[src/rtl/seq_alu.sv]
// seq_alu: single-issue ALU with a valid/ready request port and a held result port.
// Logic, add, subtract and set-less-than results are registered at the accept edge.
// Unsigned multiply runs as a shift-add loop over WIDTH cycles.
//
//   state | meaning
//   IDLE  | in_ready=1, waiting for a request
//   MUL   | shift-add multiply in progress, one multiplier bit per cycle
//   DONE  | out_valid=1, result held until out_ready
module seq_alu #(
  parameter int WIDTH = 32
) (
  input  logic             clk,
  input  logic             reset_n,
  input  logic             in_valid,
  output logic             in_ready,
  input  logic [WIDTH-1:0] a,
  input  logic [WIDTH-1:0] b,
  input  logic [2:0]       f,
  output logic             out_valid,
  input  logic             out_ready,
  output logic [WIDTH-1:0] y,
  output logic             cout,
  output logic             overflow,
  output logic             zero
);

  localparam int CW = $clog2(WIDTH + 1);
  localparam logic [CW-1:0] LAST_ITER = CW'(WIDTH - 1);

  typedef enum logic [1:0] {IDLE, MUL, DONE} state_t;

  state_t             r_state;
  logic               r_in_ready;
  logic               r_out_valid;
  logic [WIDTH-1:0]   r_y;
  logic               r_cout;
  logic               r_ov;
  logic               r_zero;
  logic [2*WIDTH-1:0] r_acc;
  logic [2*WIDTH-1:0] r_mcand;
  logic [WIDTH-1:0]   r_mplier;
  logic [CW-1:0]      r_count;

  logic [WIDTH-1:0]   w_bb;
  logic [WIDTH:0]     w_sum;
  logic [WIDTH-1:0]   w_s;
  logic               w_sov;
  logic [WIDTH-1:0]   w_res;
  logic               w_res_c;
  logic               w_res_ov;
  logic [2*WIDTH-1:0] w_acc_next;
  logic               w_last;

  // Single-cycle datapath: shared adder for add/sub/SLT plus the logic ops.
  always_comb begin
    w_bb     = f[2] ? ~b : b;
    w_sum    = {1'b0, a} + {1'b0, w_bb} + {{WIDTH{1'b0}}, f[2]};
    w_s      = w_sum[WIDTH-1:0];
    // Signed overflow: both adder inputs share a sign that the sum does not.
    w_sov    = (a[WIDTH-1] == w_bb[WIDTH-1]) && (w_s[WIDTH-1] != a[WIDTH-1]);
    w_res    = '0;
    w_res_c  = 1'b0;
    w_res_ov = 1'b0;
    case (f)
      3'b000: w_res = a & b;
      3'b001: w_res = a | b;
      3'b100: w_res = a & ~b;
      3'b101: w_res = a | ~b;
      3'b010, 3'b110: begin
        w_res    = w_s;
        w_res_c  = w_sum[WIDTH];
        w_res_ov = w_sov;
      end
      3'b111: w_res = {{(WIDTH-1){1'b0}}, w_s[WIDTH-1] ^ w_sov};
      default: w_res = '0;
    endcase
  end

  // Next accumulator value for the current multiplier bit.
  always_comb begin
    w_acc_next = r_mplier[0] ? (r_acc + r_mcand) : r_acc;
    w_last     = (r_count == LAST_ITER);
  end

  // Control FSM with registered handshake and result outputs.
  always_ff @(posedge clk or negedge reset_n) begin
    if (!reset_n) begin
      r_state     <= IDLE;
      r_in_ready  <= 1'b1;
      r_out_valid <= 1'b0;
      r_y         <= '0;
      r_cout      <= 1'b0;
      r_ov        <= 1'b0;
      r_zero      <= 1'b1;
      r_acc       <= '0;
      r_mcand     <= '0;
      r_mplier    <= '0;
      r_count     <= '0;
    end else begin
      case (r_state)
        IDLE: begin
          if (in_valid) begin
            r_in_ready <= 1'b0;
            if (f == 3'b011) begin
              r_acc    <= '0;
              r_mcand  <= {{WIDTH{1'b0}}, a};
              r_mplier <= b;
              r_count  <= '0;
              r_state  <= MUL;
            end else begin
              r_y         <= w_res;
              r_cout      <= w_res_c;
              r_ov        <= w_res_ov;
              r_zero      <= (w_res == '0);
              r_out_valid <= 1'b1;
              r_state     <= DONE;
            end
          end
        end
        MUL: begin
          r_acc    <= w_acc_next;
          r_mcand  <= r_mcand << 1;
          r_mplier <= r_mplier >> 1;
          r_count  <= r_count + CW'(1);
          if (w_last) begin
            r_y         <= w_acc_next[WIDTH-1:0];
            r_cout      <= 1'b0;
            r_ov        <= |w_acc_next[2*WIDTH-1:WIDTH];
            r_zero      <= (w_acc_next[WIDTH-1:0] == '0);
            r_out_valid <= 1'b1;
            r_state     <= DONE;
          end
        end
        DONE: begin
          // Returning to IDLE here means a new request is taken no earlier than the next edge.
          if (out_ready) begin
            r_out_valid <= 1'b0;
            r_in_ready  <= 1'b1;
            r_state     <= IDLE;
          end
        end
        default: begin
          r_out_valid <= 1'b0;
          r_in_ready  <= 1'b1;
          r_state     <= IDLE;
        end
      endcase
    end
  end

  assign in_ready  = r_in_ready;
  assign out_valid = r_out_valid;
  assign y         = r_y;
  assign cout      = r_cout;
  assign overflow  = r_ov;
  assign zero      = r_zero;

endmodule

[config.mk]
export PLATFORM = sky130hd
export DESIGN_NAME = seq_alu
export DESIGN_NICKNAME = d
export VERILOG_FILES = /design/src/rtl/seq_alu.sv
export SDC_FILE = /design/constraint.sdc
export NUM_CORES = 1
export LEC_CHECK = 0
export CORE_MARGIN = 8
export CORE_UTILIZATION = 58
export DETAILED_ROUTE_END_ITERATION = 8
export GPL_TIMING_DRIVEN = 0
export PLACE_DENSITY = 0.85
export SYNTH_ARGS = -nofsm -noshare
export SYNTH_HDL_FRONTEND = slang
export SYNTH_SLANG_ARGS = --single-unit
export TNS_END_PERCENT = 20
[constraint.sdc]
create_clock -name clk -period 4.9 [get_ports clk]
set_input_delay 0.98 -clock clk [delete_from_list [all_inputs] [get_ports clk]]
set_output_delay 0.98 -clock clk [all_outputs]
set_load 0.05 [all_outputs]
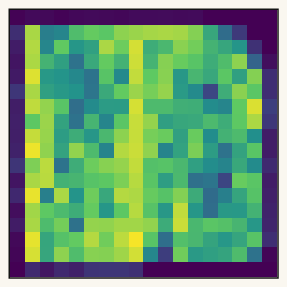
Run 1: cell area per tile
Scale: 1.5 px per um. The die is cut into 18 by 18 equal tiles; dark purple is low, yellow is high, 0 to 100% covered.
7.1% of the tiles are nearly empty. 30% of the tiles are over 75% full. The mean over all tiles is 54%. The fullest tile reaches 99%. The densest ninth of the die: middle.
Floorplan Utilization: 58.72%
final core occ: 68.10%

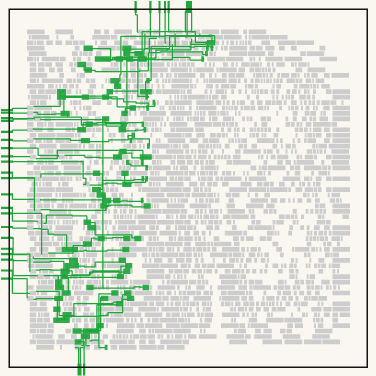
Run 1: I/O nets highlighted
Scale: 2 px per um.
Green shows `a`, direction input, edge 21 left, 8 top, 3 bottom, end cells 105, buffers 32, wire 2,630 um.
PortBufs: 105
top-level I/O count: 108

==> Slide: Implementation Results, run 1 <==
Run Summary

CTS
  • CTS buffer count: 24
  • Post-CTS setup buffer count: 0
  • Clk sink count: 205
  • H-tree depth: 1
  • # resized after CTS: 3
  • Clk_lat worst skew: about 0.54 ns
  • Clock root cell: clkbuf_16
  • CTS clk-pin slew, worst paths: 0.06 ns
  • Hold buffer count at cts: 0
  • CTS tree: yes
  • Clock Tree Buf Depth: 3

Power
  • Comb pwr share: 52.3%
  • Seq pwr share: approximately 28%
  • Sw frac: a little under half
  • PwrDens: about 550 mW/mm^2
  • Tot Pwr: slightly below 10 mW
  • Clock power share: about 20%
  • LEAKAGE: just over 8 nW
  • Worst VDD drop: 0.3774 mV
  • Internal: 5.379 mW
  • Net Switching: roughly 4.4 mW

Timing
  • Clk_skew: 0.02314 ns
  • Final Max Tran Viols: 0
  • F_max: 211.9 MHz
  • Hold_ws: 0.4360 ns
  • Min Tclk post-route: 4.720 ns
  • Hold Fails Final Rpt: 0
  • Fin Setup TNS: 0 ns
  • Tcrit/Tclk final: between 90 and 100%
  • Final setup vio count: 0
  • Slew margin rel.: roughly a third
  • RSZ-0062 raised after global routing: no
  • Worst-Margin Slew: 1.005 ns
  • Worst setup margin: around 0.18 ns

Worst setup path
  • CP max FO: 7
  • CP Cell Sequence: ha_1 > clkbuf_1 > nand2_1 > or3_1 > nor3_1 > a311oi_2 > a21oi_2 > a21o_4 > a31oi_4 > mux2i_1 > a2111oi_2 > o2111ai_1 > or4_1 > nor4_1 > a22oi_1
  • CP Data Arrival Time: about 5 ns
  • Worst R2R Path Depth: 15
  • Worst path slowest cell: or4_1
  • Crit path DRT: ~5.3 ns
  • Worst setup path class: reg2reg
  • Critical Path Max Stage Delay: 0.57 ns
  • CP Capture Type: register
  • Setup crit start kind: register
  • R2R Setup Slk: 0.18 ns

GRT
  • Initial antenna violation count: 0
  • Largest net degree at the start of global routing: 125
  • First-pass GRT wire length: 79.83 mm
  • Number of global-route vias before repair: ~14,000
  • Total GRT Usage: 31.85%
  • Total gr overflow: 0

Synthesis
  • Ys cells: 1,776
  • Dominant kind of combinational cell: AND-OR/OR-AND gates
  • Synth async-reset ratio: 100.0%
  • Sequential area share after synthesis: 33.63%
  • Mapped Nets: 1,945
  • Syn Area/Cell: 8.592 sq um
  • Cell Type Count: 80
  • Area of the mapped netlist: 0.01526 sq mm
  • Area fraction in xor and xnor cells: 7.232%
  • Chip area in the Yosys report: 0.01526 sq mm
  • Dominant register cell: dfrtp_1
  • Yosys warning tally: 0
  • MUX area fraction: 2.853%
  • EDFF count, synth: 0
  • Seq cells post-synth: 205
  • AO/OA Area Share: 27.12%
  • Simple-gate share of the synthesized area: about 15%
  • Post-Synthesis Cells: approximately 1,800
  • Post-synthesis adder-cell area fraction: 9.970%

Routing
  • Drt pass-1 iters: 9
  • Metal2 WL: 23.34 mm
  • Avg WL per Cell: 22.56 um
  • Routed Wire Length: 50.99 mm
  • # DRC: 0
  • Vias per cell: 6.519
  • Via count: roughly 15,000
  • Met1 WL: just over 20 mm
  • Antenna-violating nets left: 0
  • Highest routing layer actually used: met4
  • Met3 Wirelength: 3.823 mm
  • 1st-iter DRT viols: 1,716

Floorplanning
  • Die H: 178.2 um
  • Total die area: roughly 0.032 sq mm
  • Core area: 0.02598 sq mm
  • Die X: 178.2 um
  • Row count: 59

Place
  • Placer's final routability congestion estimate: 0.9761
  • Final HPWL DP: 39.87 mm
  • Post-Place Cells: 2,217
  • DP Area: 0.01676 sq mm
  • Pre-CTS setup slack: -0.7879 ns

Finish
  • Syn-to-layout area delta: 15.97%
  • Fin nets: 2,076
  • Most frequent cells in the layout: nand2_1 (214), dfrtp_1 (203), a21oi_1 (144)
  • N_diodes: 0
  • Share of layout cells above drive strength 1: 5.247%
  • Fin area: 0.01770 sq mm

Status
  • Outcome: completed

Job
  • Tool warning count: 30
  • Max-cap viol count: 0

Hold path
  • Hold Crit Class: in2async
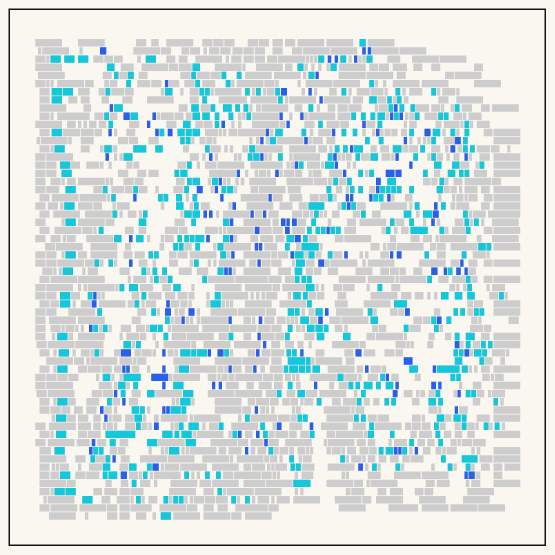
Run 1: logic cells by family
Scale: 3 px per um.
Blue shows NOR gates, cells 168, most used nor2_1. Cyan shows inverting AOI/OAI gates, cells 443, most used a21oi_1, where spread over the die.
Non-Filler Instances: 2,260
Commonest Layout Cell: nand2_1
fraction of area in multi-input gates: 53.45%

## run 1: routing by layer
metal	GRT usage [%]	vias up
met5	0	-
met4	16.53	0
met3	5.123	180
met2	52.42	736
met1	39.89	7004
li1	-	6812
## run 1: cell usage after synthesis (4+ instances only)
library cell,instances,share of area (%)
buf_1,9,0.22
and2_1,4,0.16
o211ai_1,9,0.44
a21oi_1,144,4.7
nand3_1,19,0.62
and3_1,6,0.25
a211o_1,4,0.23
nand2b_1,12,0.49
mux2_2,12,0.89
o21bai_1,14,0.69
nor2b_1,7,0.29
o21a_1,21,1.0
a31oi_1,28,1.1
nor4_1,11,0.45
xnor2_1,55,3.2
nand2_1,214,5.3
o21ai_0,131,4.3
nor3_1,21,0.69
and4_1,4,0.23
mux2i_1,30,2.0
o2111ai_1,4,0.23
a22o_1,51,2.9
maj3_1,28,1.8
or3_1,10,0.41
clkbuf_1,94,2.3
a22oi_1,12,0.59
a21boi_0,6,0.30
a31o_2,4,0.23
dfrtp_1,203,33
or2_2,4,0.16
a211oi_1,8,0.39
or4_1,8,0.39
nor2_1,126,3.1
o31ai_1,12,0.59
a222oi_1,44,2.9
inv_1,68,1.7
xor2_1,71,4.1
nand4_1,39,1.6
a311o_1,5,0.33
o21ai_1,5,0.16
a21o_1,62,3.1
buf_2,6,0.20
ha_1,96,7.9
## run 1: area by class of cell
class | count | area [sq um]
inverters | 70 | 262.8
clock buffers | 30 | 663.1
plain buffers | 111 | 461.7
repair buffers | 106 | 1086
clock inverters | 14 | 212.7
multi-input cells | 1389 | 9459
well taps | 335 | 419.2
fillers | 2123 | 8288
flip-flops and latches | 205 | 5132
## run 1: kinds of logic after synthesis
group,after synthesis
DFF,205
adders and majority gates,126
xor gates and xnor gates,126
muxes,42
AOI/OAI and AO/OA,603
and+or+nand+nor,492
buffers and inverters,182
## run 1: worst paths after layout
path,endpoint,from
max in group asynchronous,r_acc[27]$_DFFE_PN0P_,reset_n
min in group clk,y[24]$_DFFE_PN0P_,y[24]$_DFFE_PN0P_
min,r_acc[51]$_DFFE_PN0P_,reset_n
max reg2reg,overflow$_DFFE_PN0P_,r_mcand[16]$_DFFE_PN0P_
max,overflow$_DFFE_PN0P_,r_mcand[16]$_DFFE_PN0P_
min reg2reg,y[24]$_DFFE_PN0P_,y[24]$_DFFE_PN0P_
## run 1: critical path, delay by kind of cell, from the launching register on
kind	cells	cell delay (ns)
AND-OR/OR-AND	7	1.62
AND/OR/NAND/NOR	5	1.77
flip-flops	1	0.41
buffers and inverters	1	0.27
multiplexers	1	0.19
adder cells (fa/ha/maj)	1	0.30
## run 1: sequential cells by signal, indices dropped and copies added, names as in the netlist, 2 cells and up
register  count
r_acc        64
r_count       6
r_mcand      64
r_mplier     32
r_state       2
y            32
## run 1: power by group through the flow
| stage | Sequential, mW | Combinational, mW | Clock (mW) |
|---|---|---|---|
| 6_report | 2.72 | 5.13 | 1.95 |
| 5_1_grt | 2.78 | 5.55 | 2.06 |
| 4_1_cts | 2.70 | 5.04 | 1.98 |
| 3_5_place_dp | 2.73 | 4.98 | 0 |
| 3_3_place_gp | 2.71 | 4.90 | 0 |
| 2_1_floorplan | 3.02 | 3.19 | 0 |
==> inputs of run 2 (changes only) <==
--- a/config.mk
+++ b/config.mk
@@ -5,6 +5,7 @@
 export SDC_FILE = /design/constraint.sdc
 export NUM_CORES = 1
 export LEC_CHECK = 0
+export CAP_MARGIN = 40
 export CORE_MARGIN = 8
 export CORE_UTILIZATION = 58
 export DETAILED_ROUTE_END_ITERATION = 8
==> constraint.sdc (replaced) <==
create_clock -name clk -period 4.9 [get_ports clk]
set_input_delay 0.98 -clock clk [delete_from_list [all_inputs] [get_ports clk]]
set_output_delay 0.98 -clock clk [all_outputs]
set_load 0.005 [all_outputs]
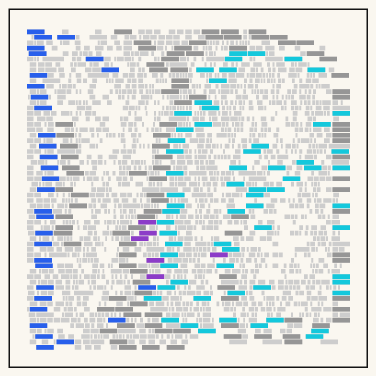
Run 2: register map, names as in the netlist
Scale: 2 px per um.
Purple shows `r_count`, placed flops 6. Cyan shows `r_acc`, placed flops 64. Blue shows `r_mplier`, placed flops 32, where a column on the left.
Another 103 sequential cells are not colored.

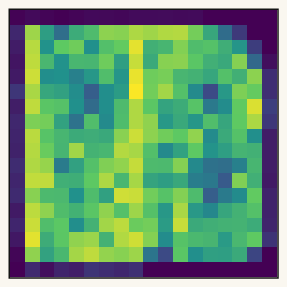
Run 2: cell area per tile
Scale: 1.5 px per um. The die is cut into 18 by 18 equal tiles; dark purple is low, yellow is high, 0 to 100% covered.
7.7% of the tiles are nearly empty. The fullest tile reaches 100%. The densest ninth of the die: middle.

==> run 2 against run 1 <==
  * Non-clock buffer count up 4
  * Area after synthesis unchanged
  * Clock power down 4%
  * Via count decreased by 0.56%
  * Synthesized cell count unchanged
  * Global-route usage is 0.15 points higher
  * Worst setup slack gained 0.039 ns
  * Power down 5.3%
  * Design area hardly changed
  * Register-to-register slack better by 0.04 ns
  * Wire length grew 0.31%
  * Worst hold slack hardly changed
==> Slide: Implementation Results, run 2 <==
Run Summary

Status
  • Outcome: completed

Job
  • Tool warning count: 30 (unchanged)
  • Max-cap viol count: 0 (unchanged)

Timing
  • F_max: 213.6 MHz (+0.83%)
  • Worst setup margin: 0.2185 ns (+0.03862 ns)
  • Fin Setup TNS: 0 ns (unchanged)
  • RSZ-0062 raised after global routing: no
  • Slew margin rel.: 32.57% (-0.45 points)
  • Final Max Tran Viols: 0 (unchanged)
  • Clk_skew: 0.02528 ns (+0.002138 ns)
  • Hold Fails Final Rpt: 0 (unchanged)
  • Worst-Margin Slew: 1.002 ns (-0.002418 ns)
  • Final setup vio count: 0 (unchanged)
  • Hold_ws: 0.4360 ns (-0.00005200 ns)

Power
  • Worst VDD drop: 0.3433 mV (-9.1%)
  • Internal: 5.310 mW (-1.3%)
  • LEAKAGE: 8.201 nW (about the same)
  • Clock power share: 20.2% (+0.3 points)
  • Tot Pwr: 9.289 mW (-5.3%)
  • Seq pwr share: 29.3% (+1.5 points)
  • Net Switching: 3.979 mW (-10%)

Routing
  • Via count: 14,650 (-0.56%)
  • 1st-iter DRT viols: 1,623 (-5.4%)
  • # DRC: 0 (unchanged)
  • Antenna-violating nets left: 0 (unchanged)
  • Met1 WL: 20.86 mm (+0.46%)
  • Met3 Wirelength: 3.628 mm (-5.1%)
  • Drt pass-1 iters: 8 (-1)
  • Metal2 WL: 23.42 mm (+0.32%)

Place
  • Final HPWL DP: 40.05 mm (+0.44%)
  • PortBufs: 105 (unchanged)
  • Pre-CTS setup slack: -0.8069 ns (-0.01906 ns)

GRT
  • Total gr overflow: 0 (unchanged)
  • First-pass GRT wire length: 80.23 mm (+0.50%)
  • Largest net degree at the start of global routing: 125 (unchanged)
  • Initial antenna violation count: 0 (unchanged)

Synthesis
  • Area of the mapped netlist: 0.01526 sq mm (unchanged)
  • Top cells by area: dfrtp_1 (33%), ha_1 (7.9%), nand2_1 (5.3%)
  • Yosys warning tally: 0 (unchanged)
  • EDFF count, synth: 0 (unchanged)
  • Seq cells post-synth: 205 (unchanged)
  • Yosys top cell by instances: nand2_1
  • Post-Synthesis Cells: 1,776 (unchanged)
  • Synth top area share: 33.29% (unchanged)
  • Commonest cells post-synth: nand2_1 (214), dfrtp_1 (203), a21oi_1 (144)
  • Post-synth top area cell: dfrtp_1
  • Dominant register cell: dfrtp_1
  • Sequential area share after synthesis: 33.63% (unchanged)
  • Ys cells: 1,776 (unchanged)
  • Synth async-reset ratio: 100.0% (unchanged)
  • Syn Area/Cell: 8.592 sq um (unchanged)
  • Cell Type Count: 80 (unchanged)

Floorplanning
  • Floorplan Utilization: 58.72% (unchanged)
  • Die X: 178.2 um (unchanged)
  • Top-level I/O count: 108 (unchanged)
  • Total die area: 0.03176 sq mm (unchanged)
  • Core area: 0.02598 sq mm (unchanged)
  • Die H: 178.2 um (unchanged)

Finish
  • Commonest Layout Cell: nand2_1
  • N_diodes: 0 (unchanged)
  • # fillers: 2,187 (+3.0%)
  • Fin nets: 2,080 (+0.19%)
  • Regs by FF count: r_acc (64), r_mcand (64)
  • Syn-to-layout area delta: 15.96% (about the same)

CTS
  • CTS clk-pin slew, worst paths: 0.06 ns (about the same)
  • Clock Tree Buf Depth: 3 (unchanged)
  • Clk sink count: 205 (unchanged)
  • Hold buffer count at cts: 0 (unchanged)
  • Clk_lat worst skew: 0.54 ns (about the same)
  • Clock root cell: clkbuf_16
  • CTS buffer count: 24 (unchanged)

Worst setup path
  • Setup crit start kind: register
  • CP Data Arrival Time: 5.07 ns (-0.04 ns)
  • Worst setup path class: reg2reg

Hold path
  • Hold Crit Class: in2async
run 2: cell types whose count changed in the layout (fill, tap and decap cells not counted), sizes merged:
cell,delta
bufinv,-2
buf,+4
dlymetal6s2s,+1
clkdlybuf4s50,-1
clkinv,-2
clkbuf,+3
run 2: stage by stage:
| step | cells | instance area (sq um) |
|---|---|---|
| after floorplan | 1776 | 15260 |
| after global placement | 2216 | 16730 |
| after detailed placement | 2219 | 16790 |
| after CTS | 2262 | 17630 |
| after global routing | 2263 | 17700 |
| final | 2263 | 17700 |
run 2: path summary, 6_finish.rpt:
path,startpoint,slack [ns],to,cells after the start
max in group asynchronous,reset_n,3.46,r_mplier[28]$_DFFE_PN0P_,2
max reg2reg,r_acc[37]$_DFFE_PN0P_,0.22,overflow$_DFFE_PN0P_,15
min in group clk,y[24]$_DFFE_PN0P_,0.47,y[24]$_DFFE_PN0P_,1
max,r_acc[37]$_DFFE_PN0P_,0.22,overflow$_DFFE_PN0P_,15
min reg2reg,y[24]$_DFFE_PN0P_,0.47,y[24]$_DFFE_PN0P_,1
min,reset_n,0.44,r_mcand[52]$_DFFE_PN0P_,1
run 2: final cells by class:
class                           instances  area [sq um]  area share [%]
Multi-Input combinational cell       1389          9464           53.48
Sequential cell                       205          5132           29.00
Timing Repair Buffer                  109          1119           6.321
Clock buffer                           33         694.4           3.924
Buffer                                112         465.4           2.630
Tap cell                              335         419.2           2.369
Inverter                               70         262.8           1.485
Clock inverter                         10         138.9          0.7848
run 2: repair_timing:
item / CTS / global route
buffers inserted: 0 / 1
resized: 3 / 17
pin swaps: 0 / 2
setup endpoints to repair: 2 / 3
run 2: cells by family (layout without fill, tap and decap cells):
| group | count (synthesis) | in the layout | synth area share [%] |
|---|---|---|---|
| compound gates | 603 | 603 | 27.12 |
| simple gates | 492 | 492 | 14.51 |
| flops | 205 | 205 | 33.63 |
| buf+inv | 182 | 334 | 4.674 |
| fa+ha+maj | 126 | 126 | 9.970 |
| xor+xnor | 126 | 126 | 7.232 |
| mux | 42 | 42 | 2.853 |
run 2: worst max-delay path, stage by stage, from the launching register on:
cell      delay [ns]
dfrtp_1         0.42
ha_1            0.29
clkbuf_1        0.31
nand4_1         0.24
nor4_1          0.65
nand3_1         0.22
a211oi_1        0.34
a311o_1         0.25
nor3_1          0.13
o31ai_1         0.39
xor2_1          0.15
nand2_1         0.13
nand4_1         0.10
or4_1           0.49
nor4_1          0.32
a22oi_1         0.13
run 2: power by group through the flow:
stage | logic [mW] | registers [mW] | clock network [mW]
after global routing | 5.13 | 2.78 | 1.96
after detailed placement | 4.56 | 2.73 | 0
after floorplan | 3.19 | 2.58 | 0
after CTS | 4.60 | 2.71 | 1.90
final | 4.69 | 2.72 | 1.88
after global placement | 4.46 | 2.71 | 0
run 2: metal layers:
layer | vias up | track usage (%)
met5 | - | 0
met1 | 6936 | 40.13
met2 | 713 | 52.46
met3 | 182 | 4.615
met4 | 0 | 17.81
li1 | 6818 | -
Power is estimated from default activity; no workload was simulated.
